File: config.mk
export PLATFORM = sky130hd
export DESIGN_NAME = system_rx_cmd_decoder
export DESIGN_NICKNAME = d
export VERILOG_FILES = /design/src/rtl/system_rx_cmd_decoder.sv
export SDC_FILE = /design/constraint.sdc
export NUM_CORES = 1
export LEC_CHECK = 0
export CORE_MARGIN = 1.5
export CORE_UTILIZATION = 55
export CTS_BUF_LIST = sky130_fd_sc_hd__clkbuf_2 sky130_fd_sc_hd__clkbuf_4 sky130_fd_sc_hd__clkbuf_8
export DETAILED_ROUTE_END_ITERATION = 10
export GPL_TIMING_DRIVEN = 0
export PLACE_DENSITY = 0.95
export REMOVE_ABC_BUFFERS = 1
export SYNTH_ARGS = -nofsm -noshare
export SYNTH_HDL_FRONTEND = slang
export SYNTH_SLANG_ARGS = --single-unit
File: constraint.sdc
create_clock -name i_clk -period 3.65 [get_ports i_clk]
set_clock_uncertainty 0.05 [all_clocks]
set_input_delay 0.73 -clock i_clk [delete_from_list [all_inputs] [get_ports i_clk]]
set_output_delay 0.73 -clock i_clk [all_outputs]
set_load 0.005 [all_outputs]
File: src/rtl/system_rx_cmd_decoder.sv
// Byte-stream command frame parser: assembles RF/ALU command frames from RX strobes
// and hands one decoded command at a time to the controller over valid/ready.
module system_rx_cmd_decoder #(
  parameter int WIDTH   = 8,
  parameter int ADDR_W  = 4,
  parameter int FUNC_W  = 4,
  parameter int TIMEOUT = 1000,
  parameter int TMO_W   = 16
) (
  input  logic              i_clk,
  input  logic              i_rst,
  input  logic [WIDTH-1:0]  i_rx_data,
  input  logic              i_rx_valid,
  input  logic              i_cmd_ready,
  output logic              o_cmd_valid,
  output logic [1:0]        o_cmd_type,
  output logic [ADDR_W-1:0] o_cmd_addr,
  output logic [WIDTH-1:0]  o_cmd_data,
  output logic [WIDTH-1:0]  o_op_a,
  output logic [WIDTH-1:0]  o_op_b,
  output logic [FUNC_W-1:0] o_alu_func,
  output logic              o_frame_err,
  output logic              o_timeout,
  output logic              o_overrun
);

  typedef enum logic [3:0] {
    IDLE, WR_ADDR, WR_DATA, RD_ADDR, OP_A, OP_B, OP_FUNC, NOP_FUNC, ISSUE
  } state_t;

  localparam logic [WIDTH-1:0] OPC_WR  = WIDTH'(8'hAA);
  localparam logic [WIDTH-1:0] OPC_RD  = WIDTH'(8'hBB);
  localparam logic [WIDTH-1:0] OPC_ALU = WIDTH'(8'hCC);
  localparam logic [WIDTH-1:0] OPC_NOP = WIDTH'(8'hDD);
  localparam logic [TMO_W-1:0] TMO_LAST = TMO_W'(TIMEOUT - 1);

  state_t              state_q, state_d;
  logic [TMO_W-1:0]    cnt_q, cnt_d;
  logic                valid_q, valid_d;
  logic [1:0]          type_q, type_d;
  logic [ADDR_W-1:0]   addr_q, addr_d;
  logic [WIDTH-1:0]    data_q, data_d;
  logic [WIDTH-1:0]    op_a_q, op_a_d;
  logic [WIDTH-1:0]    op_b_q, op_b_d;
  logic [FUNC_W-1:0]   func_q, func_d;
  logic                ferr_q, ferr_d;
  logic                tmo_q, tmo_d;
  logic                ovr_q, ovr_d;

  always_comb begin
    state_d = state_q;
    cnt_d   = cnt_q;
    valid_d = valid_q;
    type_d  = type_q;
    addr_d  = addr_q;
    data_d  = data_q;
    op_a_d  = op_a_q;
    op_b_d  = op_b_q;
    func_d  = func_q;
    ferr_d  = 1'b0;
    tmo_d   = 1'b0;
    ovr_d   = 1'b0;
    case (state_q)
      IDLE: begin
        cnt_d = '0;
        if (i_rx_valid) begin
          case (i_rx_data)
            OPC_WR:  state_d = WR_ADDR;
            OPC_RD:  state_d = RD_ADDR;
            OPC_ALU: state_d = OP_A;
            OPC_NOP: state_d = NOP_FUNC;
            default: ferr_d  = 1'b1;
          endcase
        end
      end
      ISSUE: begin
        cnt_d = '0;
        // A strobe in the handshake cycle is still dropped: IDLE starts after the edge.
        if (i_rx_valid) ovr_d = 1'b1;
        if (i_cmd_ready) begin
          valid_d = 1'b0;
          state_d = IDLE;
        end
      end
      default: begin
        if (i_rx_valid) begin
          cnt_d = '0;
          case (state_q)
            WR_ADDR: begin
              addr_d  = i_rx_data[ADDR_W-1:0];
              state_d = WR_DATA;
            end
            WR_DATA: begin
              data_d  = i_rx_data;
              type_d  = 2'd0;
              valid_d = 1'b1;
              state_d = ISSUE;
            end
            RD_ADDR: begin
              addr_d  = i_rx_data[ADDR_W-1:0];
              type_d  = 2'd1;
              valid_d = 1'b1;
              state_d = ISSUE;
            end
            OP_A: begin
              op_a_d  = i_rx_data;
              state_d = OP_B;
            end
            OP_B: begin
              op_b_d  = i_rx_data;
              state_d = OP_FUNC;
            end
            OP_FUNC: begin
              func_d  = i_rx_data[FUNC_W-1:0];
              type_d  = 2'd2;
              valid_d = 1'b1;
              state_d = ISSUE;
            end
            NOP_FUNC: begin
              func_d  = i_rx_data[FUNC_W-1:0];
              type_d  = 2'd3;
              valid_d = 1'b1;
              state_d = ISSUE;
            end
            default: state_d = IDLE;
          endcase
        end else if (cnt_q == TMO_LAST) begin
          cnt_d   = '0;
          tmo_d   = 1'b1;
          state_d = IDLE;
        end else begin
          cnt_d = cnt_q + 1'b1;
        end
      end
    endcase
  end

  always_ff @(posedge i_clk) begin
    if (!i_rst) begin
      state_q <= IDLE;
      cnt_q   <= '0;
      valid_q <= 1'b0;
      type_q  <= '0;
      addr_q  <= '0;
      data_q  <= '0;
      op_a_q  <= '0;
      op_b_q  <= '0;
      func_q  <= '0;
      ferr_q  <= 1'b0;
      tmo_q   <= 1'b0;
      ovr_q   <= 1'b0;
    end else begin
      state_q <= state_d;
      cnt_q   <= cnt_d;
      valid_q <= valid_d;
      type_q  <= type_d;
      addr_q  <= addr_d;
      data_q  <= data_d;
      op_a_q  <= op_a_d;
      op_b_q  <= op_b_d;
      func_q  <= func_d;
      ferr_q  <= ferr_d;
      tmo_q   <= tmo_d;
      ovr_q   <= ovr_d;
    end
  end

  assign o_cmd_valid = valid_q;
  assign o_cmd_type  = type_q;
  assign o_cmd_addr  = addr_q;
  assign o_cmd_data  = data_q;
  assign o_op_a      = op_a_q;
  assign o_op_b      = op_b_q;
  assign o_alu_func  = func_q;
  assign o_frame_err = ferr_q;
  assign o_timeout   = tmo_q;
  assign o_overrun   = ovr_q;

endmodule

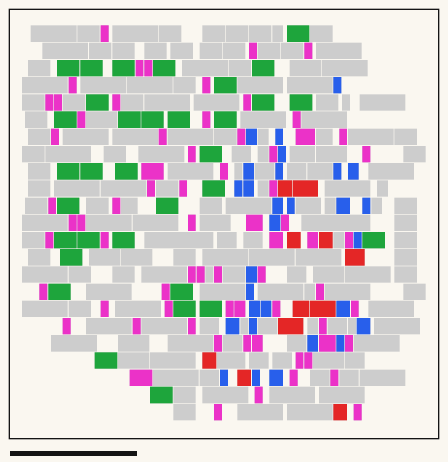
*Gate families picked out, run 1*
Bar = 20 µm.
green -> multiplexers  # cells 33, most used mux2i_1
red -> AND and OR gates  # cells 11
magenta -> NOR gates  # cells 69, most used nor2_1, where spread over the die
blue -> NAND gates  # cells 29, most used nand2_1
final cell count without fillers: 349
dominant logic cell type in the layout: sky130_fd_sc_hd__nor2_1

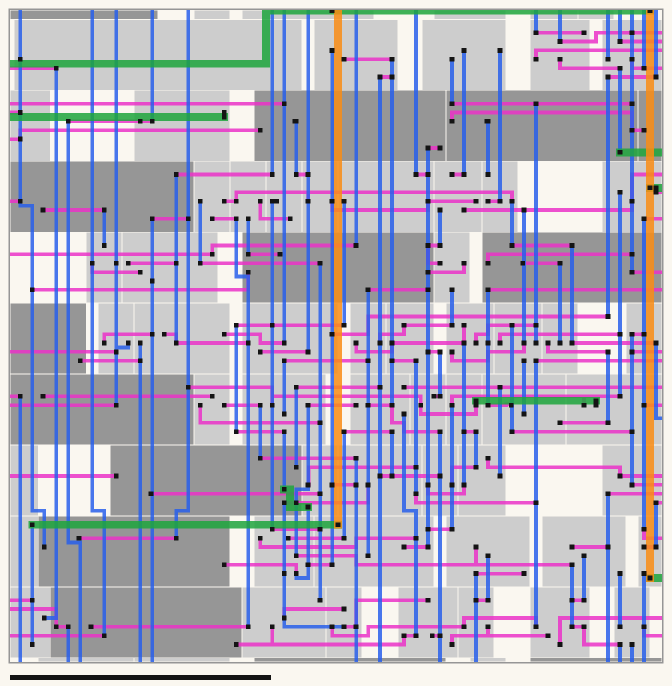
*Zoomed window, run 1*
Bar = 10 µm. Region (21, 8) to (46, 33) µm. Cells in gray, sequential cells in the stronger gray; small squares are vias.
orange -> met4
magenta -> met1
blue -> met2
green -> met3
most frequent = nor2_1 (13), dfxtp_1 (9)
netlist names of flops here include = cnt_q (7)
cells with their middle in the window = 57
sequential cells in the window = 9

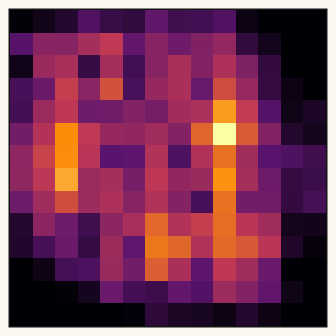
*Wiring heat map, run 1*
The die is cut into 14 by 14 equal tiles; black is low, pale yellow is high, scaled to the fullest tile. Values are wire area over tile area, all layers added.
emptiest ninth of the die = lower left
densest ninth of the die = middle left
tiles over half the peak = 14%
GRT Total Usage: 0.2561
detailed-route wire length per cell: 15.36 µm

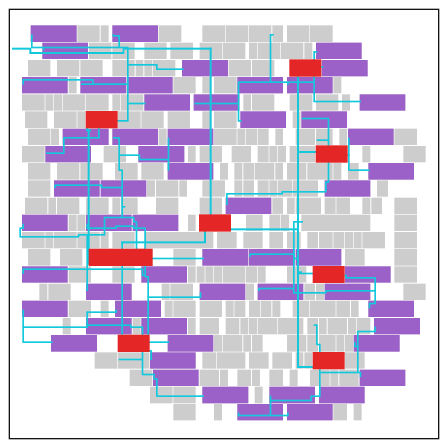
*Routed clock nets over the placement, run 1*
purple -> flip-flops  # count 58
cyan -> clock wires  # length 706 µm
red -> cells driving clock nets  # count 9
flops lie = spread over the die
Clk network pwr share: 0.492
clock distribution power: 663 µW
clock latency reported for the late side of the worst-skew pair: 0.33 ns

run 1: path summary, 6_finish.rpt:
path,to,slack [ns]
max,cnt_q[7]$_SDFF_PP0_,1.09
max reg2reg,state_q[2]$_SDFFE_PN0P_,1.26
min reg2reg,cnt_q[0]$_SDFF_PP0_,0.42
min,cnt_q[0]$_SDFF_PP0_,0.42
run 1: per-stage QoR:
stage                     worst slack [ns]  hold slack, ns  area (µm²)  utilization  power [mW]
after floorplan                      1.418          0.3799        2257            -      0.6685
after global placement              0.8390          0.3914        2810       0.7025      0.6952
after detailed placement            0.8210          0.4109        2810       0.7025      0.6961
after CTS                            1.103          0.4259        3033       0.7582       1.347
after global routing                0.9643          0.4540        3033       0.7582       1.384
final                                1.094          0.4243        3033       0.7582       1.346
run 1: critical path: cells and delay by family:
kind	cells	cell delay (ns)
simple gates	3	1.13
buf+inv	2	0.91
run 1: power by group:
part	leakage (nW)	total, mW	switching [mW]	internal, mW
clock	0.113	0.663	0.254	0.408
combinational	0.690	0.0469	0.0263	0.0207
sequential	0.467	0.636	0.00165	0.635
total	1.27	1.35	0.282	1.06
run 1: final cells by class:
type                            count  area (µm²)  share of cell area
Clock inverter                      5       77.57             0.02558
Sequential cell                    58        1161              0.3828
Inverter                            5       18.77            0.006188
Tap cell                           50       62.56             0.02063
Clock buffer                       11       145.1             0.04785
Multi-Input combinational cell    171        1077              0.3552
Timing Repair Buffer               49       490.5              0.1617
run 1: cells in the mapped netlist, types with 4 or more instances:
master / number
sky130_fd_sc_hd__a21oi_1: 4
sky130_fd_sc_hd__mux2i_1: 33
sky130_fd_sc_hd__xnor2_1: 9
sky130_fd_sc_hd__clkbuf_1: 10
sky130_fd_sc_hd__xor2_1: 6
sky130_fd_sc_hd__inv_1: 4
sky130_fd_sc_hd__nand2_1: 14
sky130_fd_sc_hd__dfxtp_1: 58
sky130_fd_sc_hd__o21ai_0: 4
sky130_fd_sc_hd__nand3_1: 10
sky130_fd_sc_hd__nor2_1: 60
run 1: per-layer routing:
| metal | share of wire | routed length, µm | up-vias | global-route usage |
|---|---|---|---|---|
| met2 | 0.49 | 2649 | 57 | 0.4216 |
| met3 | 0.057 | 304 | 13 | 0.07833 |
| met1 | 0.42 | 2266 | 873 | 0.2909 |
| met4 | 0.026 | 141 | 0 | 0.1505 |
| met5 | 0 | 0 | - | 0 |
| li1 | - | - | 926 | - |
run 1: cells by family (layout without fill, tap and decap cells):
kind of cell             count (synthesis)  in the layout  share of synthesized area
flip-flops                              58             58                     0.5049
AND-OR/OR-AND                           13             13                    0.03972
XOR/XNOR                                15             15                    0.05713
AND/OR/NAND/NOR                        109            109                     0.2225
buffers and inverters                   16             70                    0.02666
adder cells (fa/ha/maj)                  1              1                   0.005440
multiplexers                            33             33                     0.1436
run 1: flip-flops by register name, summed over array words and instances, names as in the netlist:
| name | count |
|---|---|
| cnt_q | 16 |
| o_alu_func | 4 |
| o_cmd_addr | 4 |
| o_cmd_data | 8 |
| o_cmd_type | 2 |
| o_cmd_valid | 1 |
| o_frame_err | 1 |
| o_op_a | 8 |
| o_op_b | 8 |
| o_overrun | 1 |
| o_timeout | 1 |
| state_q | 4 |
==> CHANGELOG.md, run 1 <==
## Implementation

- Post-synthesis to final-layout area growth: 31.88%
- Sort of element at the end of the critical path: flop
- Critical setup path kind: input pin to flop
- Number of detailed-routing iterations run before antenna repair: 4
- Final critical-path required period: around 2.6 ns
- Hold depth: 1
- Avg Inst Size Synth: roughly 9.4 µm²
- Min-delay worst type: flop to flop
- Outcome: finished, final reports clean
- Setup-violating endpoint count in the final report: 0
- Port buffer count: a little under 50
- Worst slew margin relative to its limit: 0.4059
- Period utilization: 0.7002
- First-pass GRT wire length: 8328 µm
- Number of max-cap violations: 0
- Slew at the pin with the worst max-slew slack: 0.8892 ns
- Effective utilization at floorplan: 0.5749
- Unrepaired setup endpoints after global routing: false
- Chip area: 0.004578 mm²
- Placement Rows: 23
- Number of endpoints with negative hold slack in the final report: 0
- Commonest cells after routing, fill and taps aside: sky130_fd_sc_hd__nor2_1, sky130_fd_sc_hd__dfxtp_1, sky130_fd_sc_hd__clkdlybuf4s50_1, sky130_fd_sc_hd__mux2i_1, sky130_fd_sc_hd__nand2_1
- Cell taking the most area after synthesis: sky130_fd_sc_hd__dfxtp_1
- Data arrival at the endpoint of the critical path: 2.76 ns
- Clock transition time at the flip-flop clock pins of the worst setup and hold paths: 0.07 ns
- Pwr per Cell Area: between 400 and 500 mW/mm²
- Maximum cell stage delay along the critical path: 0.61 ns
- Maximum clock frequency: slightly below 400 MHz
- Share of async-settable or async-resettable flops after synthesis: 0
- Flip-flops with a built-in enable: 0
- Remaining design rule violation count: 0
- Ant diodes: 0
- Antenna viol nets, final: 0
- Largest type area fraction: 0.5049
- Fraction of final layout cells with drive strength greater than 1: 0.08027
- Vias in the first global route: ~1800
- CTS sink count: between 50 and 60
- Top area cell types: sky130_fd_sc_hd__dfxtp_1, sky130_fd_sc_hd__mux2i_1, sky130_fd_sc_hd__nor2_1
- Die X-Extent: around 68 µm
- Launching element of the worst setup path: i_rst
- # placed instances: 333
- Number of distinct library cell variants in the gate-level netlist after synthesis: 32
- Count of state elements after synthesis: between 50 and 60
- Final slew viol count: 0
- Chip Area, Yosys: 0.002300 mm²
- Yosys cell count: between 200 and 250
- Antenna violations before repair: 0
- Floorplan Core Area: 0.004000 mm²
- Number of buffers added for setup after CTS: 0
- Average via count per standard cell: around 5.4
- Routed vias: roughly 1900
- Critical path required time: between 3 and 4 ns
- Start of the worst register-to-register path: cnt_q[0]$_SDFF_PP0_
- Overall routed net length: 5362 µm
- Most used DFF post-synth: sky130_fd_sc_hd__dfxtp_1
- CP max-delay cell: sky130_fd_sc_hd__clkdlybuf4s50_1
- Filler Cell Count: about 270
- Net count, final: 307
- Tool warnings: 25
- Initial DRC Count: ~150
- Gpl congestion: 0.8641
- CTS tree: yes
- Die height: around 68 µm
- Number of cells on the worst reg-to-reg path: 6
- Io pins: about 50
- Post-Syn Area: ~0.0023 mm²
- Sequence of cells on the critical path: clkdlybuf4s50_1 -> inv_2 -> or3_1 -> nand2b_1 -> nor2_1
- Synth Instances: around 250
- Clock Tree Root: sky130_fd_sc_hd__clkbuf_8
- Number of resized instances in the post-cts repair step: 0
- Maximum level of the CTS H-tree: 3
- Maximum fanout count along the critical path: 37
- Static leakage: approximately 1.3 nW
- CP startpoint kind: input pin
- Pin count of the biggest net entering global routing: 38
- Clock Path Buffers: 2
- Total half-perimeter wirelength after legalization and detailed placement: 3424 µm
- Setup TNS Final: 0 ns
- Part of the Yosys area used for sequential elements: 0.5049
- Worst hold start: cnt_q[0]$_SDFF_PP0_
- Overall overflow remaining after global route: 0
- Ys Warns: 0
- Hold buffer count at CTS: 0
- Largest vdd supply drop: about 0.35 mV
- Number of clock buffers inserted by TritonCTS: 9
==> run 1 -> run 2 <==
--- a/config.mk
+++ b/config.mk
@@ -6,11 +6,11 @@
 export NUM_CORES = 1
 export LEC_CHECK = 0
 export CORE_MARGIN = 1.5
-export CORE_UTILIZATION = 55
+export CORE_UTILIZATION = 52
 export CTS_BUF_LIST = sky130_fd_sc_hd__clkbuf_2 sky130_fd_sc_hd__clkbuf_4 sky130_fd_sc_hd__clkbuf_8
 export DETAILED_ROUTE_END_ITERATION = 10
 export GPL_TIMING_DRIVEN = 0
-export PLACE_DENSITY = 0.95
+export PLACE_DENSITY = 0.93
 export REMOVE_ABC_BUFFERS = 1
 export SYNTH_ARGS = -nofsm -noshare
 export SYNTH_HDL_FRONTEND = slang
==> constraint.sdc (replaced) <==
create_clock -name i_clk -period 2.4 [get_ports i_clk]
set_clock_uncertainty 0.05 [all_clocks]
set_input_delay 0.48 -clock i_clk [delete_from_list [all_inputs] [get_ports i_clk]]
set_output_delay 0.48 -clock i_clk [all_outputs]
set_load 0.005 [all_outputs]
==> CHANGELOG.md, run 2 <==
## Implementation

- CTS tree: yes
- Pin count of the biggest net entering global routing: 38
- Total number of cells along the worst setup path: 6
- Initial DRC Count: 153
- Setup slack, reg-to-reg: between 0.08 and 0.09 ns
- Number of max-cap violations: 0
- Gpl congestion: 0.8861
- Launching element of the worst setup path: cnt_q[0]$_SDFF_PP0_
- Pwr per Cell Area: roughly 640 mW/mm²
- Antenna viol nets, final: 0
- Count of state elements after synthesis: 58
- Start of the worst register-to-register path: cnt_q[0]$_SDFF_PP0_
- Number of clock buffers inserted by TritonCTS: 9
- Setup-violating endpoint count in the final report: 0
- Share of async-settable or async-resettable flops after synthesis: 0
- Clock latency reported for the late side of the worst-skew pair: around 0.34 ns
- Die height: between 60 and 70 µm
- Net count, final: between 300 and 400
- Post-Syn Area: roughly 0.0023 mm²
- Number of distinct library cell variants in the gate-level netlist after synthesis: 32
- Fraction of final layout cells with drive strength greater than 1: 0.08389
- Yosys cell count: between 200 and 250
- Avg Inst Size Synth: 9.387 µm²
- Worst slew margin relative to its limit: 0.4789
- Maximum cell stage delay along the critical path: 0.47 ns
- Clock Path Buffers: 2
- Clock transition time at the flip-flop clock pins of the worst setup and hold paths: about 0.070 ns
- Overall overflow remaining after global route: 0
- Unrepaired setup endpoints after global routing: false
- Total cell area at the placement stage: approximately 0.0028 mm²
- Number of cells on the worst reg-to-reg path: 6
- Total half-perimeter wirelength after legalization and detailed placement: between 3000 and 4000 µm
- Number of buffers added for setup after CTS: 0
- Dominant logic cell type in the layout: sky130_fd_sc_hd__nor2_1
- Remaining design rule violation count: 0
- Hold buffer count at CTS: 0
- Tool warnings: 25
- Sort of element at the end of the critical path: flop
- Dominant delay contributor by cell family on the critical path: simple AND/OR/NAND/NOR gates
- Min-delay worst type: flop to flop
- Clock Tree Root: sky130_fd_sc_hd__clkbuf_8
- Worst hold start: o_cmd_type[1]$_SDFFE_PN0P_
- # placed instances: approximately 340
- Cell taking the most area after synthesis: sky130_fd_sc_hd__dfxtp_1
- Routed vias: 1879
- Maximum clock frequency: 432.0 MHz
- Most flops, register: cnt_q
- Flip-flop count of the largest register, all copies and words added: 16
- Number of endpoints with negative hold slack in the final report: 0
- Detailed-route wire length per cell: 14.57 µm
- Count of buffering cells on the critical path with inverters included: 0
- Critical setup path kind: flop to flop
- Final slew viol count: 0
- Commonest cells in the netlist: sky130_fd_sc_hd__nor2_1, sky130_fd_sc_hd__dfxtp_1, sky130_fd_sc_hd__mux2i_1
- Ant diodes: 0
- Most frequently used cell type in the post-synthesis netlist: sky130_fd_sc_hd__nor2_1
- Flip-flops with a built-in enable: 0
- Most used DFF post-synth: sky130_fd_sc_hd__dfxtp_1
- Port buffer count: between 40 and 50
- Io pins: 50
- Number of detailed-routing iterations run before antenna repair: 4
- Period utilization: 0.9644
- Antenna violations before repair: 0
- Chip Area, Yosys: 0.002300 mm²
- CP startpoint kind: flop
- Overall routed net length: just over 5000 µm
- Sequence of cells on the critical path: ha_4 -> or4bb_1 -> or4_4 -> a32o_2 -> and3_4 -> a31o_1
- Part of the Yosys area used for sequential elements: 0.5049
- Commonest cells after routing, fill and taps aside: sky130_fd_sc_hd__nor2_1, sky130_fd_sc_hd__dfxtp_1, sky130_fd_sc_hd__clkdlybuf4s50_1, sky130_fd_sc_hd__mux2i_1, sky130_fd_sc_hd__nand2_1
- First-pass GRT wire length: 8383 µm
- Largest type area fraction: 0.5049
- Capturing point of the worst reg2reg path: state_q[2]$_SDFFE_PN0P_
- Worst setup path endpoint: state_q[2]$_SDFFE_PN0P_
- Floorplan Core Area: approximately 0.0043 mm²
- Effective utilization at floorplan: 0.5355
- Vias in the first global route: 1821
- Final cell count without fillers: roughly 350
- Final instance area: 0.003020 mm²
- Die X-Extent: a little under 70 µm
- Setup TNS Final: 0 ns
- Placement Rows: 24
- Maximum level of the CTS H-tree: 3
- Final critical-path required period: about 2.3 ns
- Synth Instances: around 250
- GRT Total Usage: 0.2217
- Outcome: finished, final reports clean
- Total Power Consumption: just under 2 mW
- Static leakage: approximately 1.3 nW
- Ys Warns: 0
- Critical path required time: 2.58 ns
- Chip area: just under 0.005 mm²
- Largest vdd supply drop: between 0.4 and 0.5 mV
- CTS sink count: just under 60
- Data arrival at the endpoint of the critical path: about 2.5 ns
- CP max-delay cell: sky130_fd_sc_hd__or4bb_1
- Maximum fanout count along the critical path: 5
- Average via count per standard cell: between 5 and 6
- Slew at the pin with the worst max-slew slack: between 0.7 and 0.8 ns
- Post-synthesis to final-layout area growth: 31.34%
- Top area cell types: sky130_fd_sc_hd__dfxtp_1, sky130_fd_sc_hd__mux2i_1, sky130_fd_sc_hd__nor2_1
-- run 2: netlist changes by cell type in the layout (fill, tap and decap cells not counted) --
cell,change
sky130_fd_sc_hd__nand2b_2,+1
sky130_fd_sc_hd__clkinvlp_4,-1
sky130_fd_sc_hd__nand2b_1,-1
sky130_fd_sc_hd__clkbuf_4,+1
sky130_fd_sc_hd__ha_4,+1
sky130_fd_sc_hd__bufinv_16,-1
sky130_fd_sc_hd__ha_1,-1
-- run 2: how the worst min path moves through the flow --
stage | endpoint | slack, ns | depth (start not counted)
3_5_place_dp | cnt_q[0]$_SDFF_PP0_ | 0.40 | 1
6_report | o_cmd_type[1]$_SDFFE_PN0P_ | 0.42 | 2
3_3_place_gp | cnt_q[0]$_SDFF_PP0_ | 0.39 | 1
5_1_grt | o_cmd_type[1]$_SDFFE_PN0P_ | 0.44 | 2
4_1_cts | cnt_q[0]$_SDFF_PP0_ | 0.41 | 1
2_1_floorplan | cnt_q[0]$_SDFF_PP0_ | 0.38 | 1
-- run 2: worst register-to-register path, cell delays in order (launching register included) --
cell,delay (ns)
sky130_fd_sc_hd__dfxtp_1,0.40
sky130_fd_sc_hd__ha_4,0.17
sky130_fd_sc_hd__or4bb_1,0.47
sky130_fd_sc_hd__or4_4,0.45
sky130_fd_sc_hd__a32o_2,0.30
sky130_fd_sc_hd__and3_4,0.20
sky130_fd_sc_hd__a31o_1,0.18
-- run 2: timing repair --
action                     4_1_cts  5_1_grt
resized                          0        3
hold endpoints to repair         0        0
setup endpoints to repair        0       17
-- run 2: where the power goes --
part,leakage (nW),internal [mW],switching (mW)
Sequential,0.467,0.966,0.00249
Clock,0.103,0.521,0.362
Combinational,0.687,0.0315,0.0397
-- run 2: cells by family after synthesis --
| kind of cell | share of synthesized area |
|---|---|
| AND-OR/OR-AND | 0.03972 |
| XOR/XNOR | 0.05713 |
| adder cells (fa/ha/maj) | 0.005440 |
| buffers and inverters | 0.02666 |
| flip-flops | 0.5049 |
| multiplexers | 0.1436 |
| AND/OR/NAND/NOR | 0.2225 |
-- run 2: per-layer routing --
layer	share of wire	global-route usage	wire length, µm	vias to the layer above
met5	0	0	0	-
met1	0.43	0.2793	2198	883
met2	0.48	0.3397	2431	59
met4	0.036	0.1351	184	0
li1	-	-	-	920
met3	0.056	0.05814	286	17
-- run 2: final cells by class --
class	instances	area (µm²)
Sequential cell	58	1161
Multi-Input combinational cell	171	1092
Inverter	5	18.77
Tap cell	52	65.06
Fill cell	324	1274
Timing Repair Buffer	49	490.5
Clock inverter	3	40.04
Clock buffer	12	152.6
-- run 2: per-stage QoR --
stage                     worst slack [ns]  hold WS [ns]    util
after global routing               0.02141        0.4352  0.7034
after global placement             -0.1799        0.3894  0.6550
after detailed placement           -0.2498        0.3967  0.6550
final                              0.08543        0.4170  0.7034
after CTS                          0.04958        0.4115  0.6999
after floorplan                     0.1681        0.3799       -
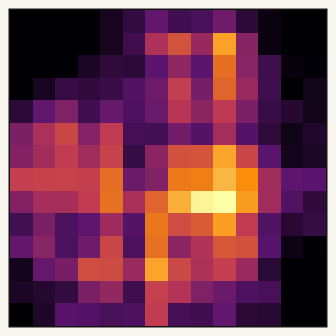
*Wiring heat map, run 2*
The die is cut into 14 by 14 equal tiles; black is low, pale yellow is high, scaled to the fullest tile. Values are wire area over tile area, all layers added.
emptiest ninth of the die = upper left
nearly empty tiles = 14%
fullest tile = 0.57
mean over tiles = 0.17
tiles over half the peak = 24%
densest ninth of the die = center

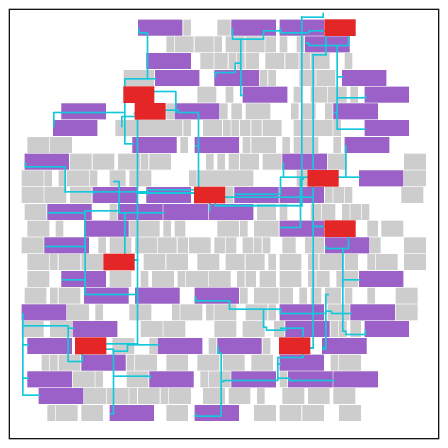
*Routed clock nets over the placement, run 2*
red -> cells driving clock nets  # count 9
cyan -> clock wires  # length 703 µm
purple -> flip-flops  # count 58
flops lie = spread over the die

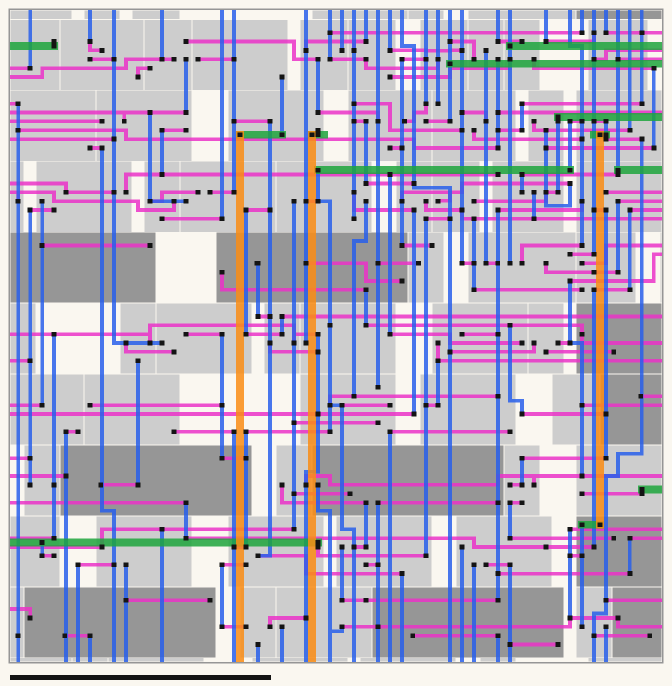
*Zoomed window, run 2*
Bar = 10 µm. Region (22, 8) to (47, 33) µm. Cells in gray, sequential cells in the stronger gray; small squares are vias.
orange -> met4
blue -> met2
magenta -> met1
green -> met3
cells with their middle in the window = 57
netlist names of flops here include = o_cmd_addr (2), o_cmd_data (2)
most frequent = mux2i_1 (13), nor2_1 (9), clkdlybuf4s50_1 (8)
sequential cells in the window = 6

==> run 2 -> run 3 <==
--- a/config.mk
+++ b/config.mk
@@ -5,6 +5,7 @@
 export SDC_FILE = /design/constraint.sdc
 export NUM_CORES = 1
 export LEC_CHECK = 0
+export CORE_ASPECT_RATIO = 0.8
 export CORE_MARGIN = 1.5
 export CORE_UTILIZATION = 52
 export CTS_BUF_LIST = sky130_fd_sc_hd__clkbuf_2 sky130_fd_sc_hd__clkbuf_4 sky130_fd_sc_hd__clkbuf_8
==> CHANGELOG.md, run 3 <==
## Implementation

- Outcome: finished, final reports clean
- Commonest cells after routing, fill and taps aside: sky130_fd_sc_hd__nor2_1, sky130_fd_sc_hd__dfxtp_1, sky130_fd_sc_hd__clkdlybuf4s50_1, sky130_fd_sc_hd__mux2i_1, sky130_fd_sc_hd__nand2_1
- Total Power Consumption: ~1.9 mW
- Data arrival at the endpoint of the critical path: around 2.6 ns
- Avg Inst Size Synth: ~9.4 µm²
- Dominant delay contributor by cell family on the critical path: simple AND/OR/NAND/NOR gates
- Effective utilization at floorplan: 0.5470
- Commonest cells in the netlist: sky130_fd_sc_hd__nor2_1, sky130_fd_sc_hd__dfxtp_1, sky130_fd_sc_hd__mux2i_1
- Post-synthesis to final-layout area growth: 31.66%
- CP max-delay cell: sky130_fd_sc_hd__clkdlybuf4s50_1
- Most used DFF post-synth: sky130_fd_sc_hd__dfxtp_1
- Slew at the pin with the worst max-slew slack: 0.9227 ns
- Final slew viol count: 0
- Antenna viol nets, final: 0
- Port buffer count: between 40 and 50
- Total half-perimeter wirelength after legalization and detailed placement: between 3000 and 4000 µm
- Critical setup path kind: input pin to flop
- Filler Cell Count: approximately 310
- Largest type area fraction: 0.5049
- Share of async-settable or async-resettable flops after synthesis: 0
- CTS sink count: between 50 and 60
- Io pins: 50
- Unrepaired setup endpoints after global routing: false
- Gate power share: 0.037
- Aoi share: 0.03972
- CTS tree: yes
- Post-Syn Area: approximately 0.0023 mm²
- Final cell count without fillers: 354
- XOR/XNOR share of the synthesized area: 0.05713
- Total cell area at the placement stage: roughly 0.0028 mm²
- # placed instances: 340
- Overall routed net length: 5353 µm
- Synth Instances: ~250
- Sort of element at the end of the critical path: flop
- Clock latency reported for the late side of the worst-skew pair: ~0.33 ns
- Maximum clock frequency: between 400 and 500 MHz
- Number of detailed-routing iterations run before antenna repair: 4
- Vias in the first global route: approximately 1900
- Detailed-route wire length per cell: between 15 and 20 µm
- Met3 track utilization from global routing: 0.1124
- Critical path required time: 2.62 ns
- Switching Fraction: 0.2084
- Initial DRC Count: around 66
- Sequential cell fraction of total power: 0.505
- Yosys cell count: around 250
- Number of clock buffers inserted by TritonCTS: 9
- Largest non-sequential cell family by area: simple AND/OR/NAND/NOR gates
- Number of distinct library cell variants in the gate-level netlist after synthesis: 32
- Routed vias: roughly 1900
- Count of buffering cells on the critical path with inverters included: 1
- Final critical-path required period: 2.369 ns
- Flip-flop count of the largest register, all copies and words added: 16
- Worst slew margin relative to its limit: 0.3835
- Gpl congestion: ~0.78
- Setup TNS Final: 0 ns
- Min setup slack post-route: 0.03140 ns
- Average via count per standard cell: between 5 and 6
- Most frequently used cell type in the post-synthesis netlist: sky130_fd_sc_hd__nor2_1
- Die height: roughly 62 µm
- Min-delay worst type: flop to flop
- GRT Total Usage: 0.2330
- Clock Tree Root: sky130_fd_sc_hd__clkbuf_8
- Remaining design rule violation count: 0
- Clock Path Buffers: 2
- Part of the Yosys area used for sequential elements: 0.5049
- CP startpoint kind: input pin
- Switching power: ~400 µW
- Chip Area, Yosys: roughly 0.0023 mm²
- Logic cell area: 0.001092 mm²
- Chip area: ~0.0048 mm²
- Flip-flops with a built-in enable: 0
- Dominant logic cell type in the layout: sky130_fd_sc_hd__nor2_1
- First-pass GRT wire length: between 8000 and 9000 µm
- GR Util met2: 0.3717
- Sequence of cells on the critical path: clkdlybuf4s50_1 -> nor4bb_1 -> nor2_1 -> o21ai_0 -> nor2b_2 -> o221a_2
- Period utilization: 0.9869
- Pin count of the biggest net entering global routing: 38
- Sequential cell area: about 0.0012 mm²
- Clock transition time at the flip-flop clock pins of the worst setup and hold paths: approximately 0.060 ns
- Maximum cell stage delay along the critical path: 0.54 ns
- Final instance area: approximately 0.003 mm²
- Worst hold margin: ~0.42 ns
- Ant diodes: 0
- Net count, final: 307
- Static leakage: 1.257 nW
- Overall overflow remaining after global route: 0
- Maximum level of the CTS H-tree: 3
- Cell taking the most area after synthesis: sky130_fd_sc_hd__dfxtp_1
- Pwr per Cell Area: between 600 and 700 mW/mm²
- Share of synthesized area spent on multiplexers: 0.1436
- Die X-Extent: between 70 and 80 µm
- Setup-violating endpoint count in the final report: 0
- Number of buffers added for setup after CTS: 0
- Ys Warns: 0
- Number of endpoints with negative hold slack in the final report: 0
- Tool warnings: 25
- Most flops, register: cnt_q
- Maximum fanout count along the critical path: 5
- Antenna violations before repair: 0
- Number of max-cap violations: 0
- Count of state elements after synthesis: just under 60
- Top area cell types: sky130_fd_sc_hd__dfxtp_1, sky130_fd_sc_hd__mux2i_1, sky130_fd_sc_hd__nor2_1
- Fraction of final layout cells with drive strength greater than 1: 0.08754
- Area share of fa/ha/maj cells after synthesis: 0.005441
- Largest vdd supply drop: 0.7426 mV
- Post-Synth Simple-Gate Area: 0.2225
- Pre-CTS worst setup slack: -0.2399 ns
- Met1 Track Usage GR: 0.2683
- Most congested layer reported by global routing: met2
- Int Pwr: around 1.5 mW
[run 3: cell families after synthesis]
kind of cell             Yosys count
AND/OR/NAND/NOR                  109
flip-flops                        58
multiplexers                      33
buffers and inverters             16
XOR/XNOR                          15
AND-OR/OR-AND                     13
adder cells (fa/ha/maj)            1
[run 3: worst register-to-register path: cells and delay by family (launching register included)]
kind / cells / cell delay, ns
DFF: 1 / 0.37
adders and majority gates: 1 / 0.17
and+or+nand+nor: 3 / 1.10
AOI/OAI and AO/OA: 2 / 0.48
[run 3: cell type report]
cell class | instances | area share
well taps | 57 | 0.02355
flip-flops and latches | 58 | 0.3843
multi-input cells | 171 | 0.3607
repair buffers | 49 | 0.1620
clock inverters | 3 | 0.01322
clock buffers | 11 | 0.05000
inverters | 5 | 0.006198
[run 3: final timing paths]
kind	startpoint	to	slack (ns)	cells past startpoint
setup reg to reg	cnt_q[0]$_SDFF_PP0_	state_q[2]$_SDFFE_PN0P_	0.14	6
setup / recovery	i_rx_data[6]	state_q[1]$_SDFFE_PN0P_	0.03	6
hold reg to reg	o_cmd_type[1]$_SDFFE_PN0P_	o_cmd_type[1]$_SDFFE_PN0P_	0.42	2
hold / removal	o_cmd_type[1]$_SDFFE_PN0P_	o_cmd_type[1]$_SDFFE_PN0P_	0.42	2
[run 3: what timing repair did]
action | CTS | global route
endpoints found under the setup margin | 0 | 18
hold buffers | 0 | 0
gates resized | 0 | 5
[run 3: routing by layer]
layer	vias up	routed length [µm]
li1	920	-
met3	9	375
met4	0	57
met1	897	2346
met5	-	0
met2	60	2574
[run 3: power by group through the flow]
stage	Clock [mW]	Sequential [mW]	Combinational (mW)
final	0.878	0.968	0.0717
after global routing	0.935	0.968	0.0770
after CTS	0.886	0.968	0.0706
after detailed placement	0	0.989	0.0694
after global placement	0	0.989	0.0678
after floorplan	0	0.989	0.0274
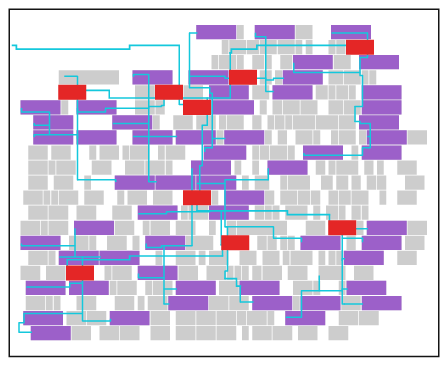
*Routed clock nets over the placement, run 3*
red -> cells driving clock nets  # count 9
purple -> flip-flops  # count 58
cyan -> clock wires  # length 667 µm
routed clock nets = 10
Clk network pwr share: 0.458
clock distribution power: 878 µW

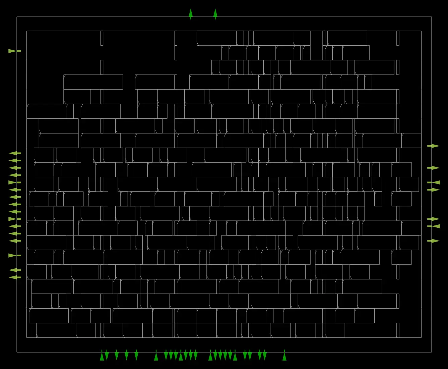
*Cell placement, run 3*
Placement Rows: 21
fraction of the core area covered by cells at the end of the flow: 0.7202
Floorplan Core Area: 0.004204 mm²

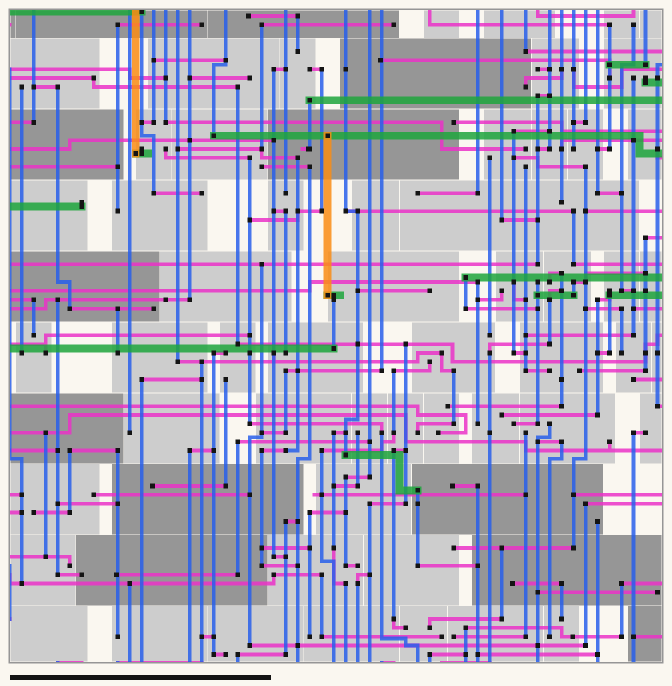
*Zoomed window, run 3*
Bar = 10 µm. Region (26, 6) to (51, 31) µm. Cells in gray, sequential cells in the stronger gray; small squares are vias.
magenta -> met1
orange -> met4
blue -> met2
green -> met3
sequential cells in the window = 9
most frequent = nor2_1 (10), clkdlybuf4s50_1 (10)
netlist names of flops here include = o_op_b (3), o_cmd_data (2), o_op_a (2)
cells with their middle in the window = 56

No activity file was given, so power comes from the tool's default toggle rates.
